==> src/rtl/fetch_prefetch_queue.sv <==
// Instruction fetch stage with an in-order prefetch queue.
// Issues one ROM read at a time and buffers up to DEPTH {pc, instruction}
// pairs for decode. A redirect flushes the queue, and any response still
// in flight at that point is marked stale and thrown away when it returns.
module fetch_prefetch_queue #(
    parameter int              XLEN     = 32,
    parameter int              DEPTH    = 4,
    parameter logic [XLEN-1:0] RESET_PC = '0
) (
    input  logic                       clk,
    input  logic                       rst,
    output logic                       rom_re_out,
    output logic [XLEN-1:0]            rom_addr_out,
    input  logic                       rom_ready_in,
    input  logic                       rom_valid_in,
    input  logic [31:0]                rom_data_in,
    input  logic                       jflag_in,
    input  logic [XLEN-1:0]            jaddr_in,
    output logic                       inst_valid_out,
    output logic [31:0]                inst_data_out,
    output logic [XLEN-1:0]            inst_pc_out,
    input  logic                       inst_ready_in,
    output logic [$clog2(DEPTH):0]     count_out
);

    localparam int PTR_W = $clog2(DEPTH);
    localparam int CNT_W = PTR_W + 1;

    logic [XLEN-1:0]  fetch_pc_q, fetch_pc_d;
    logic [XLEN-1:0]  pend_pc_q, pend_pc_d;
    logic             pending_q, pending_d;
    logic             stale_q, stale_d;
    logic [PTR_W-1:0] head_q, head_d;
    logic [PTR_W-1:0] tail_q, tail_d;
    logic [CNT_W-1:0] count_q, count_d;

    logic [XLEN-1:0]  pc_mem_q   [DEPTH];
    logic [31:0]      inst_mem_q [DEPTH];

    logic accept;
    logic resp;
    logic push;
    logic pop;

    // Request and handshake qualifiers. The outstanding request already owns
    // a slot: while pending, count can only shrink, so a push never overflows.
    always_comb begin
        rom_re_out     = rst & ~jflag_in & ~pending_q & (count_q < CNT_W'(DEPTH));
        rom_addr_out   = fetch_pc_q;
        accept         = rom_re_out & rom_ready_in;
        resp           = rom_valid_in & pending_q;
        push           = resp & ~stale_q & ~jflag_in;
        inst_valid_out = rst & (count_q != '0);
        pop            = inst_valid_out & inst_ready_in;
        inst_data_out  = inst_mem_q[head_q];
        inst_pc_out    = pc_mem_q[head_q];
        count_out      = count_q;
    end

    // Next-state for fetch PC, pending/stale tracking and queue pointers.
    always_comb begin
        fetch_pc_d = fetch_pc_q;
        pend_pc_d  = pend_pc_q;
        pending_d  = pending_q;
        stale_d    = stale_q;
        head_d     = head_q;
        tail_d     = tail_q;
        count_d    = count_q;

        if (jflag_in) begin
            // Redirect wins over everything; the low address bits are dropped.
            fetch_pc_d = jaddr_in & ~XLEN'(3);
            count_d    = '0;
            head_d     = tail_q;
            if (pending_q) begin
                if (rom_valid_in) begin
                    pending_d = 1'b0;
                    stale_d   = 1'b0;
                end else begin
                    stale_d   = 1'b1;
                end
            end
        end else begin
            if (accept) begin
                pending_d  = 1'b1;
                pend_pc_d  = fetch_pc_q;
                fetch_pc_d = fetch_pc_q + XLEN'(4);
            end
            if (resp) begin
                pending_d = 1'b0;
                stale_d   = 1'b0;
            end
            if (push) begin
                tail_d = tail_q + PTR_W'(1);
            end
            if (pop) begin
                head_d = head_q + PTR_W'(1);
            end
            case ({push, pop})
                2'b10:   count_d = count_q + CNT_W'(1);
                2'b01:   count_d = count_q - CNT_W'(1);
                default: count_d = count_q;
            endcase
        end
    end

    // Control state registers with synchronous active-low reset.
    always_ff @(posedge clk) begin
        if (!rst) begin
            fetch_pc_q <= RESET_PC;
            pend_pc_q  <= '0;
            pending_q  <= 1'b0;
            stale_q    <= 1'b0;
            head_q     <= '0;
            tail_q     <= '0;
            count_q    <= '0;
        end else begin
            fetch_pc_q <= fetch_pc_d;
            pend_pc_q  <= pend_pc_d;
            pending_q  <= pending_d;
            stale_q    <= stale_d;
            head_q     <= head_d;
            tail_q     <= tail_d;
            count_q    <= count_d;
        end
    end

    // Queue storage; only the tail slot is written, on a live response.
    always_ff @(posedge clk) begin
        if (push) begin
            pc_mem_q[tail_q]   <= pend_pc_q;
            inst_mem_q[tail_q] <= rom_data_in;
        end
    end

endmodule

==> config.mk <==
export PLATFORM = sky130hd
export DESIGN_NAME = fetch_prefetch_queue
export DESIGN_NICKNAME = d
export VERILOG_FILES = /design/src/rtl/fetch_prefetch_queue.sv
export SDC_FILE = /design/constraint.sdc
export NUM_CORES = 1
export LEC_CHECK = 0
export CAP_MARGIN = 5
export CORE_MARGIN = 2
export CORE_UTILIZATION = 55
export DETAILED_ROUTE_END_ITERATION = 6
export PLACE_DENSITY = 0.79
export SKIP_LAST_GASP = 1
export SLEW_MARGIN = 20
export SYNTH_ARGS = -nofsm -noshare
export SYNTH_HDL_FRONTEND = slang
export SYNTH_SLANG_ARGS = --single-unit
==> constraint.sdc <==
create_clock -name clk -period 5 [get_ports clk]
set_clock_uncertainty 0.1 [all_clocks]
set_input_delay 1.5 -clock clk [delete_from_list [all_inputs] [get_ports clk]]
set_output_delay 1.5 -clock clk [all_outputs]
set_load 0.01 [all_outputs]
clock_wires.png
Scale: 4 px per µm.
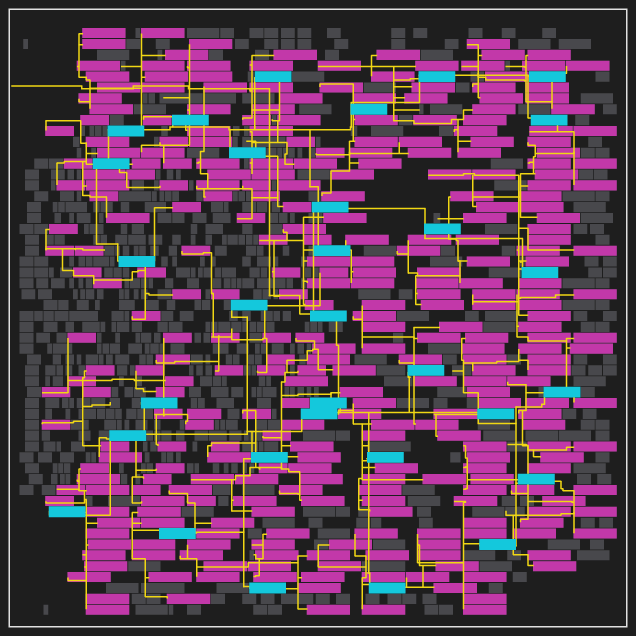
- yellow: clock wires (length 3,230 µm)
- magenta: flip-flops (count 319)
- cyan: clock-net drivers (count 31)
- routed clock nets: 32
- flops lie: widely spread

clock_nets.png
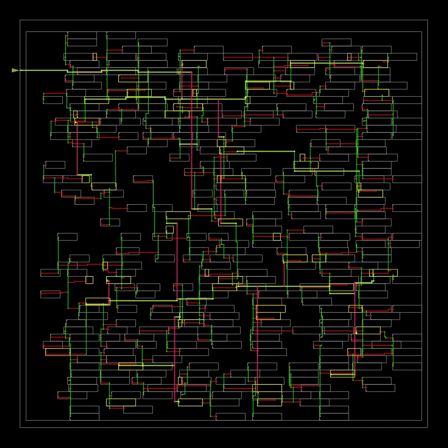
clk latency late pin: 0.56 ns
clock buf count: 38
clock buffer count from CTS: 31
P_clk: 2.38 mW
Flops: 319

closeup.png
Window x 65 to 90, y 65 to 90 µm. Cells in grey, sequential cells in the stronger grey; small squares are vias.
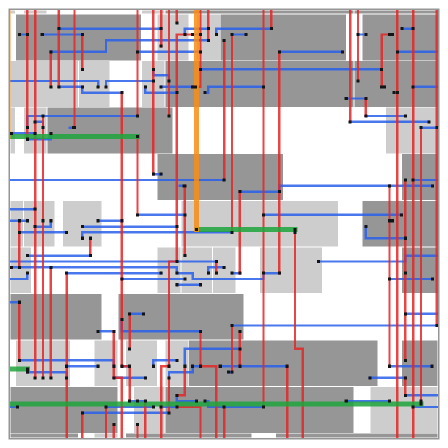
- blue: M1
- green: M3
- orange: M4
- red: M2
- netlist names of flops here include: `pend_pc_q` (5), `pc_mem_q` (3), `rom_addr_out` (2)
- sequential cells in the window: 10
- most frequent: nand2_1 (7), dfxtp_1 (7), a21oi_1 (5)
- cells with their middle in the window: 29

class_map.png
Scale: 2 px per µm. Fill, decap, tap and diode cells in grey.
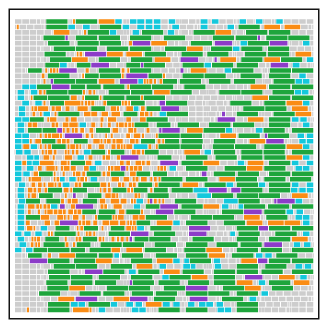
- orange: remaining logic cells (cells 401; share of their area 22%)
- cyan: remaining buffers and delay cells (cells 178; share of their area 12%)
- purple: clock drivers and dummy loads (cells 58; share of their area 7.1%)
- green: registers (cells 319; share of their area 59%)

util_map.png
Scale: 2 px per µm. The die is cut into 15 by 15 equal tiles; black is low, pale yellow is high, 0 to 100% covered.
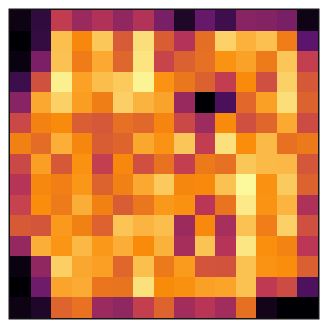
- mean over tiles: 64%
- densest ninth of the die: middle right
- nearly empty tiles: 2.2%
- fullest tile: 99%
FP Core Util: 56.36%
final core occ: 70.21%
area of the core: 0.02196 mm²

==> Slide: Implementation Results <==
Key Metrics from the Run

Drt
  • Routed Antenna Nets: 0
  • Met1 Wirelength: 10,680 µm
  • Initial DRC count: 538
  • Top layer reached by signal wires: met4

Power
  • Power consumption: 5.628 mW
  • Pwr/cell area: 365.1 mW/mm²
  • Pwr top: sequential cells
  • Clock Power Share: 42.2%

Logic synthesis
  • Syn Std Cell Area: 0.01238 mm²
  • Synth area leaders: edfxtp_1, dfxtp_1, mux4_2
  • Post-synthesis cell count: 760
  • Yosys stat area: 0.01238 mm²
  • EDFF count, synth: 248
  • Synth cell types: 59
  • Leading area contributor after synthesis: edfxtp_1

Timing
  • Slew HR: 36.21%
  • Period utilization: 95.70%
  • Setup WS post-layout: 0.2149 ns

Final layout
  • Nets: 1,008
  • Max FFs per register: 128
  • Layout Cells excl Fill: 1,236
  • Most numerous logic cells after layout: edfxtp_1, clkdlybuf4s50_1, nand2_1

CTS
  • CTS tree: done
  • CTS clk-pin slew, worst paths: 0.06 ns
  • Postcts setup bufs: 0
  • Resize count post-CTS: 0

Run
  • Stage-log warning count: 31
  • MaxCap Viol Count: 0

Critical path
  • Largest stage delay, worst path: 0.54 ns
  • Worst Reg-to-Reg Cells: 6
  • Critical Path AT: 3.19 ns
  • Crit Path Class: input pin to primary output
  • Worst Setup End Kind: primary output

Global route
  • Vias in the first global route: 7,273
  • Overflow after GRT: 0
  • M2 GR Usage: 35.90%

Floorplanning
  • Die H: 154.0 µm
  • Chip area: 0.02372 mm²
  • I/O pin count: 171

Outcome
  • Status: completed

Placed design
  • Place WS: 0.2220 ns
  • DP HPWL: 15,860 µm
  • Placed Area: 0.01436 mm²
Power figures rest on the tool's default switching activity, not on a simulated workload.
